==> config.mk <==
export PLATFORM = sky130hd
export DESIGN_NAME = alu_share_ctrl_flat
export DESIGN_NICKNAME = d
export VERILOG_FILES = /design/src/rtl/alu_share_if.sv /design/src/rtl/alu_share_ctrl.sv /design/src/flat_wrapper.sv
export SDC_FILE = /design/constraint.sdc
export NUM_CORES = 1
export LEC_CHECK = 0
export CAP_MARGIN = 20
export CELL_PAD_IN_SITES_DETAIL_PLACEMENT = 1
export CELL_PAD_IN_SITES_GLOBAL_PLACEMENT = 2
export CORE_MARGIN = 2
export CORE_UTILIZATION = 24
export CTS_CLUSTER_SIZE = 25
export DETAILED_ROUTE_END_ITERATION = 6
export PLACE_DENSITY_LB_ADDON = 0.25
export SYNTH_ARGS = -nofsm -noshare
export SYNTH_HDL_FRONTEND = slang
export SYNTH_SLANG_ARGS = --single-unit
export TNS_END_PERCENT = 30
==> constraint.sdc <==
create_clock -name clk -period 3.6 [get_ports clk]
set_input_delay 0.54 -clock clk [delete_from_list [all_inputs] [get_ports clk]]
set_output_delay 0.54 -clock clk [all_outputs]
set_load 0.005 [all_outputs]
run_1/power_grid.png
The bar under the picture is 20 um long. Pins as bars on the die edge. Tap cells in grey.
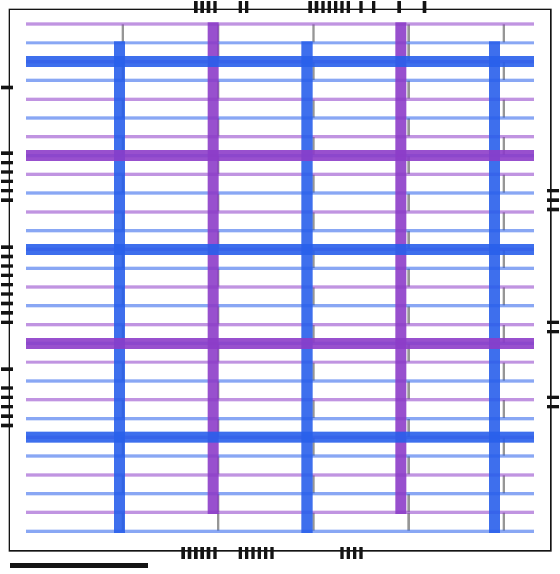
colour	net
blue	VSS
purple	VDD
signal pins	62
met1 rails	28
met4 straps	5
tap cells	72
Die Width: 78.20 um
core outline area: 0.005405 sq mm
peak supply drop: 0.1466 mV
chip height: 78.20 um

run_1/placement_by_type.png
The bar under the picture is 20 um long.
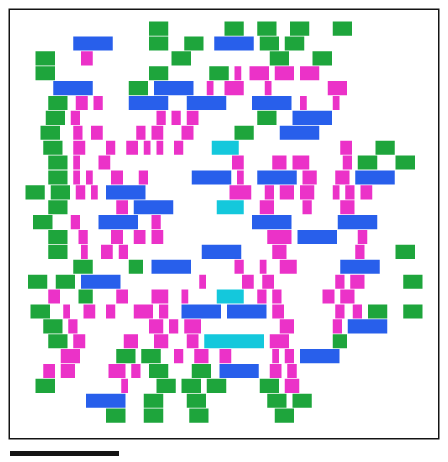
colour	class	cells
blue	flops	28
magenta	combinational and other logic	117
cyan	clock drivers and dummy loads	4
green	other buffers and delay cells	64
design area: 0.002068 sq mm
Site Rows: 27
sequential cell area share: 27.10%
final core utilization: 38.26%

run_1/clk_routes.png
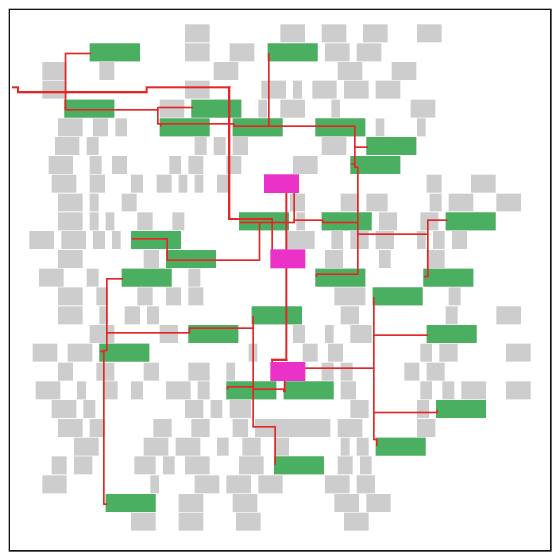
[green] flip-flops | count: 28
[magenta] clock drivers | count: 3
[red] clock wires | length: 418 um
routed clock nets	4
clock power share: 31.5%
P_clk: 254 uW
Late-Pin Clk Latency: 0.28 ns
Setup Skew: 0.005338 ns

==> qor.csv, run 1 <==
stage,metric,value,unit
run_status,status,"complete, no violations",
yosys,syn-cell-area,0.001321,sq mm
critical_path,critPathSlowestCell,clkdlybuf4s50_1,
final_layout,lay_top_cells,"clkdlybuf4s50_1 (61), dfxtp_1 (28), a21oi_1 (21)",
final_timing,worst_slew_pin_slew,0.8575,ns
yosys,postSynthSeqShare,42.42,%
yosys,ys_sh_xor,0,%
yosys,largest_area_cell,dfxtp_1,
detailed_routing,drtPass1Iterations,4,
final_timing,fin_setup_tns,0,ns
placement,place_inst,280,
flow_run,cap_violations,0,
yosys,yosysTopAreaCellShare,42.42,%
clock_tree,cts_tree,yes,
power,leakage,0.7421,nW
critical_path,path_common_cell,clkdlybuf4s50_1,
critical_path,required,3.06,ns
global_routing,grt_pass1_wl,6.831,mm
clock_tree,clk_pin_slew_worst_paths,0.10,ns
critical_path,r2r_slack,1.90,ns
yosys,edf_count,0,
floorplanning,fp-utilization,24.44,%
final_timing,finalCritPeriodShare,74.60,%
floorplanning,ios,62,
yosys,yosysWarnings,0,
detailed_routing,vias,1371,
critical_path,cp.arrival,2.15,ns
critical_path,worst_path_dominant_cell_family,buffers and inverters,
critical_path,critical_path_buf_inv_count,2,
clock_tree,hold_buffers,0,
global_routing,grtUsageTotal,13.96,%
placement,gp_congestion,0.8220,
final_layout,antenna_cells,0,
final_timing,rsz0062_at_grt,no,
## run 1: metal layers
| metal | up-vias | wire (um) | GRT usage [%] |
|---|---|---|---|
| met5 | - | 0 | 0 |
| met4 | 0 | 44 | 4.035 |
| met3 | 5 | 160 | 2.989 |
| met2 | 32 | 2109 | 25.00 |
| met1 | 653 | 1814 | 16.74 |
| li1 | 681 | - | - |
## run 1: synthesized netlist by cell type (3+ instances only)
master,count
dfxtp_1,28
a21oi_1,21
nand2_1,10
nand3_1,10
nor2b_1,10
a31oi_1,8
nor2_1,7
mux2i_1,6
buf_2,5
clkbuf_1,5
nand2b_1,4
o31ai_1,4
or4_1,4
inv_1,3
nand3b_1,3
o211ai_1,3
o21ai_0,3
o32ai_1,3
## run 1: per-stage QoR
step | worst slack [ns] | cell area [sq um] | total power, mW | hold WS, ns | utilization (%)
6_report | 0.9144 | 2068 | 0.8050 | 0.4842 | 38.26
5_1_grt | 0.8423 | 2068 | 0.8508 | 0.5196 | 38.26
4_1_cts | 0.9086 | 2061 | 0.8178 | 0.4948 | 38.13
3_5_place_dp | 0.9105 | 1989 | 0.5585 | 0.4791 | 36.81
3_3_place_gp | 0.9309 | 1989 | 0.5533 | 0.4742 | 36.81
2_1_floorplan | 1.916 | 1321 | 0.4466 | 0.4701 | -
## run 1: area by class of cell
class                           count  share of cell area, %
Tap cell                           72                  4.356
Multi-Input combinational cell    114                  33.94
Clock inverter                      1                  1.452
Inverter                            3                 0.5445
Clock buffer                        3                  1.996
Sequential cell                    28                  27.10
Timing Repair Buffer               64                  30.61
## run 1: power by group
group | internal [mW] | switching (mW) | leakage, nW
Combinational | 0.114 | 0.0772 | 0.476
Sequential | 0.338 | 0.0217 | 0.230
Clock | 0.149 | 0.105 | 0.0357
## run 1: worst reg2reg max path: cells and delay by family (launching register included)
kind	cells	cell delay, ns
AOI/OAI and AO/OA	1	0.16
buffers and inverters	1	0.29
DFF	1	0.40
and+or+nand+nor	2	0.72
## run 1: cells by family (layout without fill, tap and decap cells)
group           after synthesis  in the layout
mux                           7              7
flops                        28             28
compound gates               46             46
fa+ha+maj                     1              1
simple gates                 60             60
buf+inv                      14             71
run_1/congestion.png
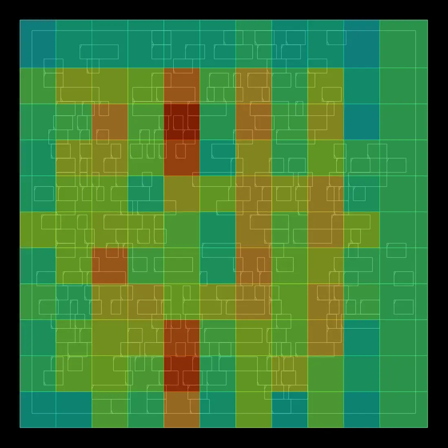

--- run 2 (diff from run 1) ---
--- a/config.mk
+++ b/config.mk
@@ -9,7 +9,7 @@
 export CELL_PAD_IN_SITES_DETAIL_PLACEMENT = 1
 export CELL_PAD_IN_SITES_GLOBAL_PLACEMENT = 2
 export CORE_MARGIN = 2
-export CORE_UTILIZATION = 24
+export CORE_UTILIZATION = 22
 export CTS_CLUSTER_SIZE = 25
 export DETAILED_ROUTE_END_ITERATION = 6
 export PLACE_DENSITY_LB_ADDON = 0.25
==> constraint.sdc (replaced) <==
create_clock -name clk -period 2.6 [get_ports clk]
set_input_delay 0.39 -clock clk [delete_from_list [all_inputs] [get_ports clk]]
set_output_delay 0.39 -clock clk [all_outputs]
set_load 0.005 [all_outputs]
run_2/congestion.png
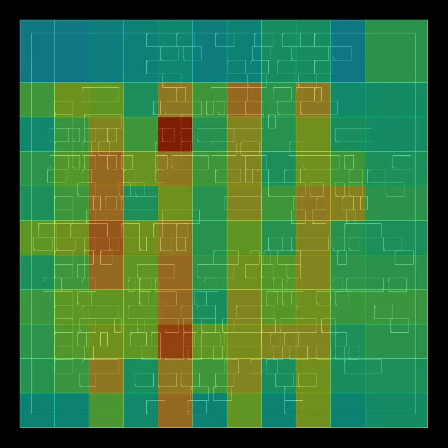
gr busiest metal: met2
met3 Usage GRT: 2.747%

run_2/wires.png
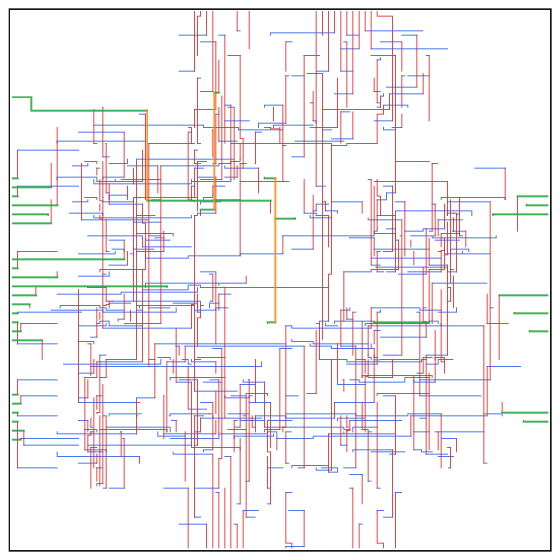
colour	layer	wire length
red	metal 2	2060 um
blue	metal 1	1830 um
orange	metal 4	53.0 um
green	metal 3	190 um
drt wl/cell: 14.29 um
All-Layer GR Usage: 12.52%

==> run 2 against run 1 <==
Against the previous run: cell count increased by 1.4%; synthesized area unchanged; critical path depth unchanged; clock power decreased by 6%; sequential power increased by 38%; critical path type unchanged; highest routed layer unchanged.
==> qor.csv, run 2 <==
stage,metric,value,unit
run_status,status,"complete, no violations",
yosys,ys_sh_xor,0,%
clock_tree,cts_tree,yes,
floorplanning,core_area,0.005851,sq mm
flow_run,cap_violations,0,
power,combPwrFrac,26.9,%
power,switching_power,271.5,uW
final_layout,lay_top_cells,"clkdlybuf4s50_1 (61), dfxtp_1 (28), a21oi_1 (21)",
placement,gp_congestion,0.7051,
detailed_routing,drtPass1Iterations,4,
floorplanning,fp-utilization,22.58,%
yosys,yosysTopAreaCellShare,42.42,%
yosys,synthTopCellsByCount,"dfxtp_1 (28), a21oi_1 (21), nand2_1 (10), nand3_1 (10), nor2b_1 (10)",
power,intPower,733.3,uW
yosys,postSynthSeqShare,42.42,%
power,sequentialPowerShare,49.4,%
floorplanning,rows,28,
floorplanning,fp.dieW,81.50,um
detailed_routing,vias,1383,
global_routing,grt_pass1_wl,6.575,mm
yosys,syn-cell-area,0.001321,sq mm
final_timing,worst_slew_pin_slew,0.5226,ns
clock_tree,hold_buffers,0,
power,leakage,0.7376,nW
critical_path,cp.arrival,1.89,ns
final_timing,skew,0.004398,ns
final_timing,finalCritPeriodShare,87.88,%
power,clock_power_share,23.7,%
==> run 2: final cells by class <==
class / count / area [sq um] / share of cell area (%)
timing repair buffer: 66 / 648.1 / 31.51
sequential: 28 / 560.5 / 27.25
inverter: 3 / 11.26 / 0.5474
clock buffer: 3 / 41.29 / 2.007
multi-input combinational: 114 / 701.9 / 34.12
tap: 75 / 93.84 / 4.562
==> run 2: cell families after synthesis <==
logic type               Yosys count
buffers and inverters             14
multiplexers                       7
adder cells (fa/ha/maj)            1
AND/OR/NAND/NOR                   60
flip-flops                        28
AND-OR/OR-AND                     46
==> run 2: power by group through the flow <==
stage	combinational (mW)	clock (mW)	sequential [mW]
3_5_place_dp	0.273	0	0.506
3_3_place_gp	0.266	0	0.506
6_report	0.271	0.238	0.496
2_1_floorplan	0.116	0	0.502
5_1_grt	0.296	0.275	0.502
4_1_cts	0.274	0.254	0.497
==> run 2: critical path: stages <==
cell	delay [ns]
clkdlybuf4s50_1	0.51
a21bo_2	0.25
nor3_1	0.21
clkdlybuf4s50_1	0.54
==> run 2: per-layer routing <==
layer | global-route usage (%) | vias up | wire length (um)
met3 | 2.747 | 7 | 189
met1 | 15.50 | 656 | 1828
met4 | 3.559 | 0 | 53
li1 | - | 682 | -
met5 | 0 | - | 0
met2 | 21.72 | 38 | 2059
==> run 2: metrics by stage <==
step	utilization, %	power [mW]	std cells	instance area (sq um)	hold slack, ns
CTS	35.16	1.025	289	2057	0.4980
detailed placement	34.45	0.7791	286	2016	0.4836
global route	35.16	1.072	289	2057	0.5164
global placement	34.45	0.7721	286	2016	0.4751
floorplan	-	0.6183	156	1321	0.4701
finish	35.16	1.005	289	2057	0.4928
Power and IR drop assume default switching activity.
